--- src/rtl/viterbi_ber_monitor.sv ---
// BER monitor: aligns captured source bits with decoded bits through a FIFO and
// accumulates bit/error/burst statistics plus a HUNT/LOCKED lock detector.
module viterbi_ber_monitor #(
    parameter int DEPTH    = 64,
    parameter int LOCK_RUN = 32,
    parameter int LOSS_RUN = 8,
    parameter int CNT_W    = 32
) (
    input  logic             clk,
    input  logic             rst,
    input  logic             clear_i,
    input  logic             src_valid_i,
    input  logic             src_bit_i,
    input  logic             dec_valid_i,
    input  logic             dec_bit_i,
    output logic             err_pulse_o,
    output logic [CNT_W-1:0] bit_count_o,
    output logic [CNT_W-1:0] err_count_o,
    output logic [15:0]      max_burst_o,
    output logic             locked_o,
    output logic             overflow_o,
    output logic             underflow_o
);

    localparam int AW = $clog2(DEPTH);
    localparam logic [AW:0]      PTR_ONE = 1;
    localparam logic [CNT_W-1:0] CNT_ONE = 1;
    localparam logic [CNT_W-1:0] CNT_MAX = '1;
    localparam logic [15:0]      RUN_MAX = 16'hFFFF;

    typedef enum logic {
        HUNT   = 1'b0,
        LOCKED = 1'b1
    } state_t;

    logic        r_mem [DEPTH];
    logic [AW:0] r_wptr;
    logic [AW:0] r_rptr;
    logic [15:0] r_run;
    logic [15:0] r_match;
    state_t      r_state;

    logic        w_empty;
    logic        w_full;
    logic        w_pop;
    logic        w_push;
    logic        w_head;
    logic        w_mis;
    logic [15:0] w_runNext;
    logic [15:0] w_matchNext;
    logic [CNT_W-1:0] w_bitNext;
    logic [CNT_W-1:0] w_errNext;
    state_t      w_stateNext;

    // Flags come from the start-of-cycle pointers; a pop frees room for a push while full.
    assign w_empty = (r_wptr == r_rptr);
    assign w_full  = (r_wptr[AW] != r_rptr[AW]) && (r_wptr[AW-1:0] == r_rptr[AW-1:0]);
    assign w_pop   = dec_valid_i && !w_empty;
    assign w_push  = src_valid_i && (!w_full || w_pop);
    assign w_head  = r_mem[r_rptr[AW-1:0]];
    assign w_mis   = w_head ^ dec_bit_i;

    assign w_runNext   = w_mis ? ((r_run == RUN_MAX) ? r_run : r_run + 16'd1) : 16'd0;
    assign w_matchNext = w_mis ? 16'd0 : ((r_match == RUN_MAX) ? r_match : r_match + 16'd1);
    assign w_bitNext   = (bit_count_o == CNT_MAX) ? bit_count_o : bit_count_o + CNT_ONE;
    assign w_errNext   = (w_mis && err_count_o != CNT_MAX) ? err_count_o + CNT_ONE : err_count_o;

    always_comb begin
        w_stateNext = r_state;
        case (r_state)
            HUNT:    if (w_matchNext >= 16'(LOCK_RUN)) w_stateNext = LOCKED;
            LOCKED:  if (w_runNext >= 16'(LOSS_RUN))   w_stateNext = HUNT;
            default: w_stateNext = HUNT;
        endcase
    end

    assign locked_o = (r_state == LOCKED);

    always_ff @(posedge clk) begin
        if (w_push && !clear_i) begin
            r_mem[r_wptr[AW-1:0]] <= src_bit_i;
        end
    end

    always_ff @(posedge clk or negedge rst) begin
        if (!rst) begin
            r_wptr      <= '0;
            r_rptr      <= '0;
            r_run       <= '0;
            r_match     <= '0;
            r_state     <= HUNT;
            err_pulse_o <= 1'b0;
            bit_count_o <= '0;
            err_count_o <= '0;
            max_burst_o <= '0;
            overflow_o  <= 1'b0;
            underflow_o <= 1'b0;
        end else if (clear_i) begin
            r_wptr      <= '0;
            r_rptr      <= '0;
            r_run       <= '0;
            r_match     <= '0;
            r_state     <= HUNT;
            err_pulse_o <= 1'b0;
            bit_count_o <= '0;
            err_count_o <= '0;
            max_burst_o <= '0;
            overflow_o  <= 1'b0;
            underflow_o <= 1'b0;
        end else begin
            if (w_push) begin
                r_wptr <= r_wptr + PTR_ONE;
            end
            err_pulse_o <= w_pop && w_mis;
            if (w_pop) begin
                r_rptr      <= r_rptr + PTR_ONE;
                bit_count_o <= w_bitNext;
                err_count_o <= w_errNext;
                r_run       <= w_runNext;
                r_state     <= w_stateNext;
                if (w_runNext > max_burst_o) begin
                    max_burst_o <= w_runNext;
                end
                // Leaving LOCKED restarts the hunt from an empty match run.
                if (r_state == LOCKED && w_stateNext == HUNT) begin
                    r_match <= '0;
                end else begin
                    r_match <= w_matchNext;
                end
            end
            if (src_valid_i && w_full && !dec_valid_i) begin
                overflow_o <= 1'b1;
            end
            if (dec_valid_i && w_empty) begin
                underflow_o <= 1'b1;
            end
        end
    end

endmodule

--- config.mk ---
export PLATFORM = sky130hd
export DESIGN_NAME = viterbi_ber_monitor
export DESIGN_NICKNAME = d
export VERILOG_FILES = /design/src/rtl/viterbi_ber_monitor.sv
export SDC_FILE = /design/constraint.sdc
export NUM_CORES = 1
export LEC_CHECK = 0
export CORE_ASPECT_RATIO = 2
export CORE_MARGIN = 2
export CORE_UTILIZATION = 60
export CTS_BUF_LIST = sky130_fd_sc_hd__clkbuf_8
export DETAILED_ROUTE_END_ITERATION = 8
export GPL_TIMING_DRIVEN = 0
export HOLD_SLACK_MARGIN = 0.05
export PLACE_DENSITY = 0.82
export SETUP_SLACK_MARGIN = 0.4
export SLEW_MARGIN = 30
export SYNTH_ARGS = -nofsm -noshare
export SYNTH_HDL_FRONTEND = slang
export SYNTH_SLANG_ARGS = --single-unit
--- constraint.sdc ---
create_clock -name clk -period 6.6 [get_ports clk]
set_clock_uncertainty 0.15 [all_clocks]
set_input_delay 1.65 -clock clk [delete_from_list [all_inputs] [get_ports clk]]
set_output_delay 1.65 -clock clk [all_outputs]
set_load 0.005 [all_outputs]
==> deck_impl_summary.md, run 1 <==
Synthesis and Place & Route Summary

Global routing
  • Vias in the first global route: 8587
  • Largest net degree at the start of global routing: approximately 69
  • Grt ovf: 0

Cells and area
  • Max reg flops: ~64
  • Area growth, synth to finish: 14.9%
  • Sequential Area: 5170 um^2
  • Combinational share of cell area: 0.413
  • Final core utilization: 0.697
  • Final nets: 1228

Worst hold path
  • Hold Crit Class: flop to flop

Drt
  • DRC: 0
  • Initial drt markers: ~770
  • WL/cell: 18.6 um
  • Vias: 8991
  • Routed Antenna Nets: 0
  • Router iterations before antenna repair: 5

Critical path
  • Critical path type: flop to flop
  • Worst EP arrival: approximately 5.9 ns
  • Setup crit start kind: flop

Die
  • Starting density of the core: 0.607
  • Die area: ~19000 um^2

Yosys
  • XOR Share, Synth: 0.0557
  • Sequential share of the synthesized area: 0.484
  • Synth warn: 0
  • Ys flop type: dfrtp_1
  • Adder Share, Synth: 0.0246
  • Asr flop ratio synth: 0.670

Final timing
  • Crit path time final: 5.59 ns
  • RSZ-0062 raised after global routing: false
  • Slew @ Worst Pin: about 0.86 ns
  • Worst Hold Slack: 0.361 ns
  • Hold Vio Cnt, Final: 0

Status
  • Status: complete, no violations

Flow run
  • OpenROAD warnings: 26

Clock tree
  • Clk slew on worst S/H paths: ~0.1 ns
  • Num CTS Buffers: 17
  • Clk root buf: clkbuf_8
-- run 1: per-layer routing --
metal	share of wire	track usage	vias to the layer above	wire, um
met2	0.47	0.459	399	12600
met1	0.42	0.383	4363	11300
met5	0	0	-	0
met3	0.074	0.0547	48	1970
li1	-	-	4181	-
met4	0.028	0.112	0	746
-- run 1: worst max-delay path, cell delays in order, from the launching register on --
cell and delay [ns]:
dfrtp_1 0.38, buf_6 0.16, buf_6 0.19, buf_4 0.24, mux2i_1 0.20, o32ai_1 0.11
o41ai_1 0.46, a41o_2 0.29, a21oi_1 0.14, nor2_1 0.20, clkbuf_1 0.45, nor2_1 0.11
ha_1 0.31, a21o_1 0.16, a21o_1 0.17, a21oi_1 0.15, o21ai_0 0.18, or4_1 0.59
and2_1 0.18, clkbuf_1 0.23, a311oi_1 0.34, a31o_1 0.14
-- run 1: power by group --
| group | total, mW | internal (mW) | switching [mW] |
|---|---|---|---|
| registers | 1.27 | 1.25 | 0.0143 |
| logic | 0.376 | 0.133 | 0.242 |
| clock network | 0.763 | 0.314 | 0.449 |
-- run 1: path summary, 6_finish.rpt --
path                                         from                           to  slack (ns)  depth (start not counted)
setup reg to reg            r_rptr[0]$_DFFE_PN0P_   max_burst_o[7]$_DFFE_PN0P_        1.01                         21
max in group asynchronous                     rst         locked_o$_DFFE_PN0P_        4.61                          2
hold reg to reg            r_match[0]$_DFFE_PN0P_       r_match[0]$_DFFE_PN0P_        0.36                          1
setup / recovery            r_rptr[0]$_DFFE_PN0P_   max_burst_o[7]$_DFFE_PN0P_        1.01                         21
min in group asynchronous                     rst  err_count_o[10]$_DFFE_PN0P_        0.96                          1
hold / removal             r_match[0]$_DFFE_PN0P_       r_match[0]$_DFFE_PN0P_        0.36                          1
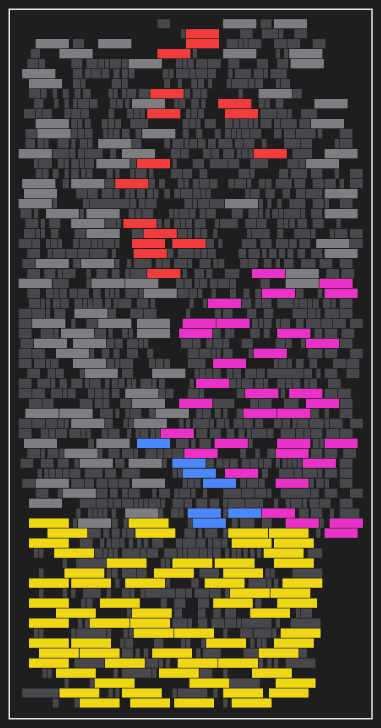
Run 1: sequential cells colored by netlist name
[r_run] red | flops: 16 | where: top middle
[r_mem] yellow | flops: 64 | where: a horizontal strip, bottom
[r_rptr] blue | flops: 7
[err_count_o] magenta | flops: 32
not colored: 75

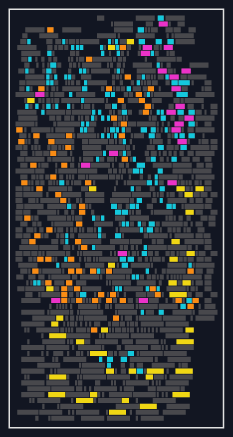
Run 1: gate-type map
[adder and majority cells] magenta | cells: 21
[multiplexers] yellow | cells: 37
[XOR/XNOR gates] orange | cells: 68
[inverting AOI/OAI gates] cyan | cells: 155

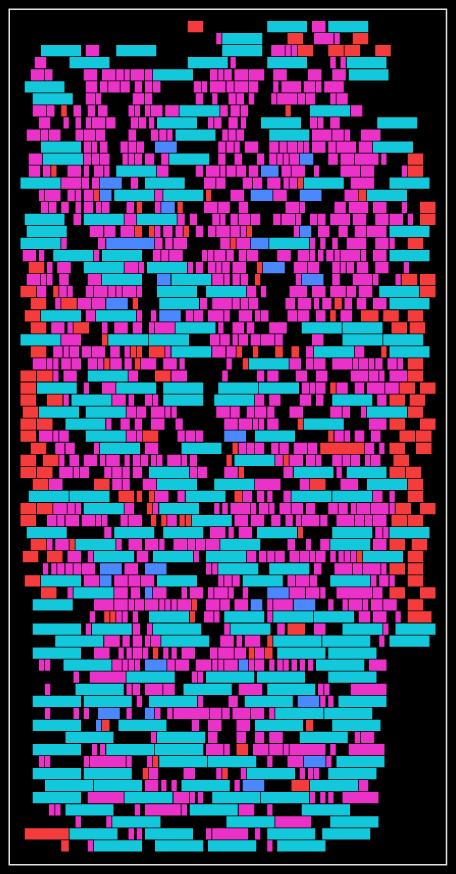
Run 1: cells colored by class
[clock drivers and dummy loads] blue | cells: 32 | share of their area: 3.1%
[flops] cyan | cells: 194 | share of their area: 43%
[other buffers and delay cells] red | cells: 157 | share of their area: 10%
[combinational and other logic] magenta | cells: 830 | share of their area: 44%
flop share of the area: 0.421
row count: 69
final instance area: 12300 um^2
core area: 17600 um^2

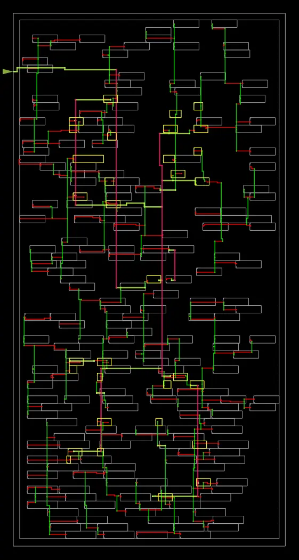
Run 1: clock nets
Flops: 194
clk_buf instances: 18
clk_lat worst skew: 0.48 ns

Run 1, routed clock nets over the placement:
Bar = 20 um.
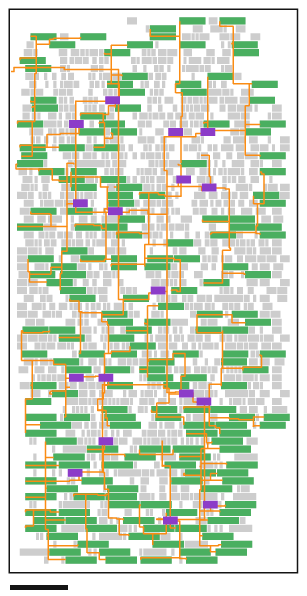

==> run 1 -> run 2 <==
Settings changed: CORE_UTILIZATION 60 to 55, PLACE_DENSITY 0.82 to 0.79.
Clock period 6.6 ns to 4.5 ns, I/O delays scaled along.
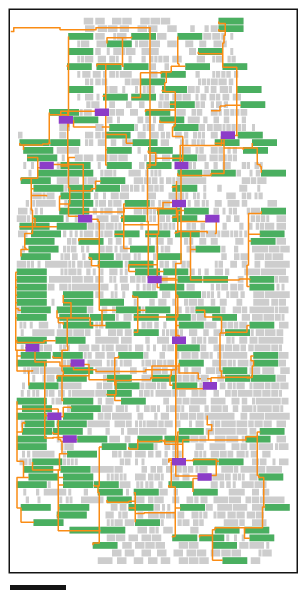
Run 2: routed clock nets over the placement
Bar = 20 um.
[flip-flops] green | count: 194
[clock wires] orange | length: 2300 um
[clock drivers] purple | count: 17
routed clock nets: 18
flops lie: widely spread
Clk power: 1.20 mW
Clk pwr share: 0.317
clk_lat worst skew: 0.50 ns

==> run 2 against run 1 <==
Compared with the run above:
- the flow now finishes with violations (setup timing)
- synthesized cell count stayed put
- non-clock buffer count increased by 29
- count of clock-buffer cells in the layout down 1
- critical endpoint is now max_burst_o[2]$_DFFE_PN0P_
==> deck_impl_summary.md, run 2 <==
Synthesis and Place & Route Summary

Global routing
  • Grt ovf: 0 (unchanged)
  • Largest net degree at the start of global routing: 76 (was 69)
  • Vias in the first global route: 9361 (was 8587)

Critical path
  • Top delay family on crit path: simple AND/OR/NAND/NOR gates (was AND-OR/OR-AND gates)
  • Critical Path Start: r_rptr[0]$_DFFE_PN0P_ (unchanged)
  • Critical path type: flop to flop (unchanged)
  • R2r startpoint: r_rptr[0]$_DFFE_PN0P_ (unchanged)
  • Critical path's slowest cell: mux4_2 (was or4_1)
  • Worst EP arrival: 5.00 ns (was 5.86 ns)

Cells and area
  • Final instance area: 13100 um^2 (was 12300 um^2)
  • Final nets: 1257 (was 1228)
  • Area growth, synth to finish: 22.7% (was 14.9%)
  • Max reg flops: 64 (unchanged)

Status
  • Failing checks: setup timing
  • Status: finished with violations (was complete, no violations)

Final timing
  • Hold Vio Cnt, Final: 0 (unchanged)
  • Crit path time final: 4.80 ns (was 5.59 ns)
  • # setup viols final: 16 (was 0)
  • Worst setup margin: -0.305 ns (was 1.01 ns)

Yosys
  • Sequential share of the synthesized area: 0.484 (unchanged)
  • XOR Share, Synth: 0.0557 (unchanged)

Drt
  • WL/cell: 20.4 um (was 18.6 um)

Clock tree
  • Clk slew on worst S/H paths: 0.12 ns (was 0.10 ns)
  • Clk root buf: clkbuf_8 (unchanged)

Worst hold path
  • Hold Startpoint: r_match[0]$_DFFE_PN0P_ (unchanged)

Die
  • Core area: 19200 um^2 (was 17600 um^2)
[run 2: netlist changes by cell type in the layout (fill, tap and decap cells not counted), moves of 5 or more]
cell | previous run | this run
buf_4 | 1 | 24
nor2_1 | 165 | 151
nor2_4 | 0 | 10
ha_1 | 21 | 13
ha_4 | 0 | 8
a311oi_1 | 6 | 0
a311oi_2 | 2 | 8
o32ai_1 | 8 | 2
o32ai_2 | 0 | 6
a21oi_1 | 53 | 48
buf_8 | 1 | 6
[run 2: cell families (layout without fill, tap and decap cells)]
group           Yosys count  count (layout)
mux                      37              37
simple gates            463             463
buf+inv                 107             259
flops                   194             194
xor+xnor                 68              68
compound gates          200             200
fa+ha+maj                21              21
[run 2: layout make-up]
type,count,area (um^2)
fillers,1516,6070
multi-input cells,789,5490
flip-flops and latches,194,5170
repair buffers,120,1210
plain buffers,66,355
well taps,259,324
clock buffers,17,234
clock inverters,15,171
inverters,41,154
[run 2: repair_timing]
item / CTS / global route
hold buffers: 0 / 0
endpoints found under the setup margin: 16 / 16
cloned: 2 / 2
gates resized: 22 / 49
pin swaps: 19 / 11
setup buffers: 11 / 14
[run 2: layer usage]
layer / wire length, um / vias to the layer above
met2: 17400 / 369
met4: 1650 / 0
met5: 0 / -
met3: 1380 / 123
li1: - / 4243
met1: 10100 / 4596
[run 2: through the flow]
step	setup TNS [ns]	std cells
after floorplan	0	1090
after global placement	-417.91	1438
after detailed placement	-7.66	1440
after CTS	-3.27	1485
after global routing	-6.33	1501
final	-4.13	1501
[run 2: power by group]
| group | internal [mW] | total, mW | switching (mW) |
|---|---|---|---|
| logic | 0.299 | 0.717 | 0.418 |
| clock network | 0.511 | 1.20 | 0.685 |
| registers | 1.84 | 1.86 | 0.0216 |
| total | 2.65 | 3.77 | 1.12 |
No activity file was given, so power comes from the tool's default toggle rates.
